<file path="config.mk">
export PLATFORM = sky130hd
export DESIGN_NAME = mem_arbiter
export DESIGN_NICKNAME = d
export VERILOG_FILES = /design/src/rtl/mem_arbiter.sv
export SDC_FILE = /design/constraint.sdc
export NUM_CORES = 1
export LEC_CHECK = 0
export ABC_AREA = 0
export CAP_MARGIN = 5
export CORE_UTILIZATION = 40
export CTS_BUF_LIST = sky130_fd_sc_hd__clkbuf_8
export DETAILED_ROUTE_END_ITERATION = 16
export GPL_TIMING_DRIVEN = 0
export PLACE_DENSITY = 0.93
export SLEW_MARGIN = 0
export SYNTH_ARGS = -nofsm -noshare
export SYNTH_HDL_FRONTEND = slang
export SYNTH_SLANG_ARGS = --single-unit
</file>
<file path="constraint.sdc">
create_clock -name clk -period 1.69 [get_ports clk]
set_input_delay 0.4225 -clock clk [delete_from_list [all_inputs] [get_ports clk]]
set_output_delay 0.4225 -clock clk [all_outputs]
set_load 0.01 [all_outputs]
</file>
<file path="src/rtl/mem_arbiter.sv">
// Two-port req/ack arbiter sequencing a single-ported memory with one-cycle registered reads.
// Optional build macro MEM_ARB_FIXED_PRI_EN: port 0 always wins a tie (default is round-robin).
module mem_arbiter #(
  parameter int WIDTH = 32
) (
  input  logic             clk,
  input  logic             rst,
  input  logic             req0,
  input  logic             we0,
  input  logic [WIDTH-1:0] addr0,
  input  logic [WIDTH-1:0] wdata0,
  output logic             ack0,
  output logic [WIDTH-1:0] rdata0,
  input  logic             req1,
  input  logic             we1,
  input  logic [WIDTH-1:0] addr1,
  input  logic [WIDTH-1:0] wdata1,
  output logic             ack1,
  output logic [WIDTH-1:0] rdata1,
  output logic [WIDTH-1:0] mem_address,
  output logic [WIDTH-1:0] mem_wr_data,
  output logic             mem_write,
  input  logic [WIDTH-1:0] mem_rd_data,
  output logic             busy,
  output logic             owner
);

  // state  | meaning
  // IDLE   | waiting for a request; arbitration happens here
  // ACCESS | memory sees the address (and write strobe for a write)
  // RDWAIT | registered read data valid; captured at the end of this cycle
  // DONE   | one-cycle ack to the owner
  localparam logic [1:0] ST_IDLE   = 2'd0;
  localparam logic [1:0] ST_ACCESS = 2'd1;
  localparam logic [1:0] ST_RDWAIT = 2'd2;
  localparam logic [1:0] ST_DONE   = 2'd3;

  logic [1:0] state;
  logic       any_req;
  logic       win;

`ifndef MEM_ARB_FIXED_PRI_EN
  logic       last_gnt;
`endif

  always_comb begin
    any_req = req0 | req1;
`ifdef MEM_ARB_FIXED_PRI_EN
    win = ~req0;
`else
    win = (req0 & req1) ? ~last_gnt : req1;
`endif
  end

  assign busy = (state != ST_IDLE);

  always_ff @(posedge clk or negedge rst) begin
    if (!rst) begin
      state       <= ST_IDLE;
      mem_address <= '0;
      mem_wr_data <= '0;
      mem_write   <= 1'b0;
      ack0        <= 1'b0;
      ack1        <= 1'b0;
      rdata0      <= '0;
      rdata1      <= '0;
      owner       <= 1'b0;
`ifndef MEM_ARB_FIXED_PRI_EN
      last_gnt    <= 1'b1;
`endif
    end else begin
      ack0 <= 1'b0;
      ack1 <= 1'b0;
      case (state)
        ST_IDLE: begin
          mem_write <= 1'b0;
          if (any_req) begin
            owner       <= win;
`ifndef MEM_ARB_FIXED_PRI_EN
            last_gnt    <= win;
`endif
            mem_address <= win ? addr1  : addr0;
            mem_wr_data <= win ? wdata1 : wdata0;
            mem_write   <= win ? we1    : we0;
            state       <= ST_ACCESS;
          end
        end
        ST_ACCESS: begin
          // mem_write still carries the latched direction of this transaction
          mem_write <= 1'b0;
          if (mem_write) begin
            ack0  <= ~owner;
            ack1  <= owner;
            state <= ST_DONE;
          end else begin
            state <= ST_RDWAIT;
          end
        end
        ST_RDWAIT: begin
          if (owner) rdata1 <= mem_rd_data;
          else       rdata0 <= mem_rd_data;
          ack0  <= ~owner;
          ack1  <= owner;
          state <= ST_DONE;
        end
        ST_DONE: begin
          mem_write <= 1'b0;
          state     <= ST_IDLE;
        end
        default: begin
          mem_write <= 1'b0;
          state     <= ST_IDLE;
        end
      endcase
    end
  end

endmodule
</file>
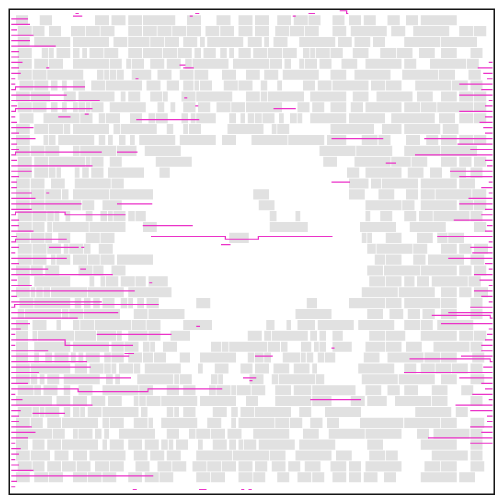
**Above:** met3 routing.
Drawn at 4 px/um. Cells faint in the background.
main direction = horizontal
longest straight run = 35.9 um

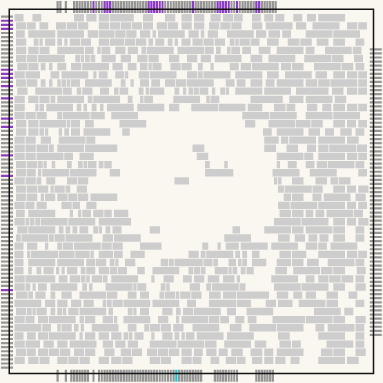
**Above:** pin map.
Drawn at 3 px/um. Pins as bars across the die edge, other pins in gray.
purple -> mem_address  # pins 32, direction output, edge 19 top, 13 left
cyan -> we1  # pins 1, direction input, edge bottom

==> flow_metrics.py <==
# Synthesis and PnR figures
metrics = {
    "flow_run": {
        "warning_count": 32,
        "drv_cap": 0,
    },
    "final_timing": {
        "worst_pin_slew_ns": 0.6425,
        "clock_skew_ns": 0.009612,
        "period_needed_ns": 1.676,
        "fmax_mhz": 596.6,
        "hold_viol_final": 0,
        "min_period_over_period": 0.9918,
        "relSlewSlack": 0.5717,
        "tns_ns": 0,
        "rsz0062_at_grt": "yes",
        "holdWs_ns": 0.4768,
        "drv_slew": 0,
        "setup_viol": 0,
        "setup_slack_ns": 0.01392,
    },
    "global_routing": {
        "antenna_found_initial": 3,
        "grt_pass1_vias": 5106,
        "grt_start_max_net_pins": 69,
        "grt-ovfl-total": 0,
        "track_usage": 0.2321,
        "grt_pass1_wl_um": 25620,
    },
    "route": {
        "ant_nets": 0,
        "wl_met3_um": 1325,
        "post_drt_wl_per_cell_um": 17.15,
        "drt-pass1-iter-count": 4,
        "vias_per_cell": 4.889,
        "vias": 4747,
        "wl_um": 16660,
        "m1WireLength_um": 6273,
        "drt_iter0_markers": 163,
        "highest_layer": "met4",
        "route.detailed.drc": 0,
        "wl_met2_um": 8494,
    },
    "clock_tree": {
        "worst_skew_pair.late_latency_ns": 0.43,
        "cts_tree": "built",
        "root_buffer": "clkbuf_8",
        "cts_buffer_depth": 2,
        "cts_max_level": 4,
        "numCtsBuffers": 17,
        "cts.sinks": 135,
        "clk_pin_slew_worst_paths_ns": 0.08,
    },
    "critical_path": {
        "cp.arrival_ns": 1.25,
        "worst-path-buf-inv": 3,
        "criticalPathCategory": "reg -> out",
        "critical-path-max-stage-delay_ns": 0.40,
        "crit_path_top_delay_cell": "dfrtp_1",
        "start_kind": "flip-flop",
        "crit_chain": "inv_2 > ha_4 > inv_4 > buf_6",
        "critical_path.max_fanout": 7,
        "endpoint_kind": "primary output",
        "crit_family": "flip-flops",
        "worstPathRequired_ns": 1.27,
    },
    "layout": {
        "final_area_um2": 9398,
        "final_nets": 945,
        "drive_gt1_frac": 0.1840,
        "layout.cells.non_filler": 971,
        "final_util": 0.6797,
        "area_delta_synth_final_pct": 66.21,
    },
    "yosys": {
        "netlist_instances": 450,
        "ys_seq_frac": 0.5977,
        "yosysWarnings": 0,
        "syn-cell-area_um2": 5654,
        "synth_cell_types": 21,
        "synth_chip_area_um2": 5654,
        "numSynthFlops": 135,
        "postSynthAreaPerCell_um2": 12.56,
        "ys_cells": 450,
        "floorplan.nets": 620,
    },
    "power": {
        "swShare": 0.3480,
        "p_switching_w": 0.005642,
        "p_per_area_nw_per_um2": 1725,
        "power.total_w": 0.01621,
        "pwr-share-seq": 0.352,
        "ir_drop_mv": 1.073,
        "pwr-share-comb": 0.447,
        "pwr-share-clk": 0.201,
        "p_int_w": 0.01057,
        "p_leak_nw": 4.513,
    },
    "die": {
        "design.core.area_um2": 13830,
        "fp_util": 0.4089,
        "dieArea_um2": 14610,
        "die_h_um": 120.9,
        "fp-row-count": 43,
        "die_x_um": 120.9,
        "io_pins": 299,
    },
    "placed_design": {
        "port_buffers": 298,
        "place_ws_ns": -0.5814,
        "place_area_um2": 8891,
        "gp_congestion": 0.8441,
        "detailed_place_hpwl_um": 12580,
        "dp_cells": 929,
    },
    "outcome": {
        "outcome": "finished clean",
    },
    "min_path": {
        "hold_class": "reg -> reg",
    },
}
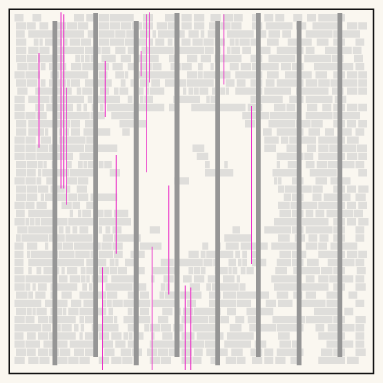
**Above:** signal wires on met4.
Drawn at 3 px/um. Supply wires on this layer in gray. Cells faint in the background.
share of all routed wire = 3.4%
longest straight run = 58.5 um
wire length on this layer = 562 um
main direction = vertical
nets with wire on the layer = 14

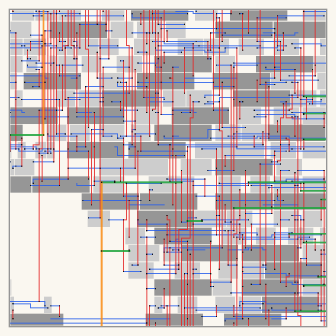
**Above:** zoomed window.
Region (66, 66) to (116, 116) um. Cells in gray, sequential cells in the stronger gray; small squares are vias.
orange -> metal 4
green -> metal 3
red -> metal 2
blue -> metal 1
cells with their middle in the window = 124
sequential cells in the window = 36
most frequent = dfrtp_1 (35), mux2_2 (28), dlygate4sd2_1 (20)
netlist names of flops here include = rdata0 (16), rdata1 (13), mem_address (4)

==> Yosys cell counts <==
library cell / count / area (um2)
a31oi_1: 1 / 6.260
nor3_1: 1 / 5.000
nand2_1: 69 / 259.0
ha_1: 4 / 50.05
dfstp_2: 1 / 26.28
inv_1: 4 / 15.01
clkbuf_1: 11 / 41.29
a21bo_1: 1 / 10.01
o21ai_1: 40 / 200.2
nor2_1: 2 / 7.510
buf_6: 5 / 56.30
a21oi_1: 1 / 5.000
buf_2: 8 / 40.04
o21ai_0: 33 / 165.2
buf_4: 3 / 22.52
clkbuf_2: 1 / 5.000
mux2i_1: 65 / 650.6
and2_1: 1 / 6.260
or3b_2: 1 / 8.760
dfrtp_1: 134 / 3353
mux2_2: 64 / 720.7
==> sequential cells by signal, summed over array words and instances, names as in the netlist <==
register	flops
mem_address	32
rdata1	32
ack0	1
state	2
rdata0	32
mem_write	1
ack1	1
last_gnt	1
owner	1
mem_wr_data	32
==> cells in the final DEF (no fill, tap or decap), types with 7 or more instances in the layout <==
master,n
clkdlybuf4s50_1,164
buf_4,14
clkbuf_8,18
o21ai_0,33
dfrtp_1,133
mux2i_1,61
buf_6,7
nand2_1,67
clkbuf_2,8
mux2_2,64
o21ai_1,39
dlygate4sd2_1,132
==> cells by family (layout without fill, tap and decap cells) <==
family          count (synthesis)  in the layout  share of synthesized area
compound gates                 76             76                    0.06838
flops                         135            135                     0.5977
simple gates                   74             74                    0.05068
mux                           129            129                     0.2425
other cells                     0              3                          0
buf+inv                        32            370                    0.03186
fa+ha+maj                       4              4                   0.008852
==> power by group through the flow <==
stage          registers [W]  clock network (W)  logic, W
5_1_grt              0.00590            0.00345   0.00790
6_report             0.00570            0.00326   0.00725
3_3_place_gp         0.00572                  0   0.00783
4_1_cts              0.00571            0.00333   0.00714
3_5_place_dp         0.00582                  0   0.00806
2_1_floorplan        0.00645                  0   0.00279
==> cell type report <==
class	count	area, um2
fill	1087	4429
sequential	135	3381
timing repair buffer	306	2903
multi-input combinational	283	2145
clock buffer	18	247.7
clock inverter	14	247.7
tap	180	225.2
buffer	28	224.0
inverter	4	17.52
antenna	3	7.507
==> repair_timing <==
item | CTS | global route
hold buffers | 1 | 0
hold endpoints to repair | 49 | 0
pin swaps | 0 | 1
buffers inserted | 2 | 4
setup endpoints to repair | 258 | 95
gates resized | 155 | 29
==> metal layers <==
layer	GRT usage	vias up
li1	-	2215
met1	0.2510	2284
met2	0.4064	211
met3	0.07754	37
met4	0.1111	0
met5	0	-
==> final timing paths <==
path,depth (start not counted),slack [ns],to,from
setup reg to reg,5,0.04,rdata0[12]$_DFFE_PN0P_,state[1]$_DFFE_PN0P_
hold / removal,2,0.48,mem_wr_data[14]$_DFFE_PN0P_,mem_wr_data[14]$_DFFE_PN0P_
max in group asynchronous,3,0.36,owner$_DFFE_PN0P_,rst
min in group asynchronous,2,0.53,mem_wr_data[24]$_DFFE_PN0P_,rst
hold reg to reg,2,0.48,mem_wr_data[14]$_DFFE_PN0P_,mem_wr_data[14]$_DFFE_PN0P_
setup / recovery,4,0.01,busy,state[1]$_DFFE_PN0P_
No activity file was given, so power comes from the tool's default toggle rates.
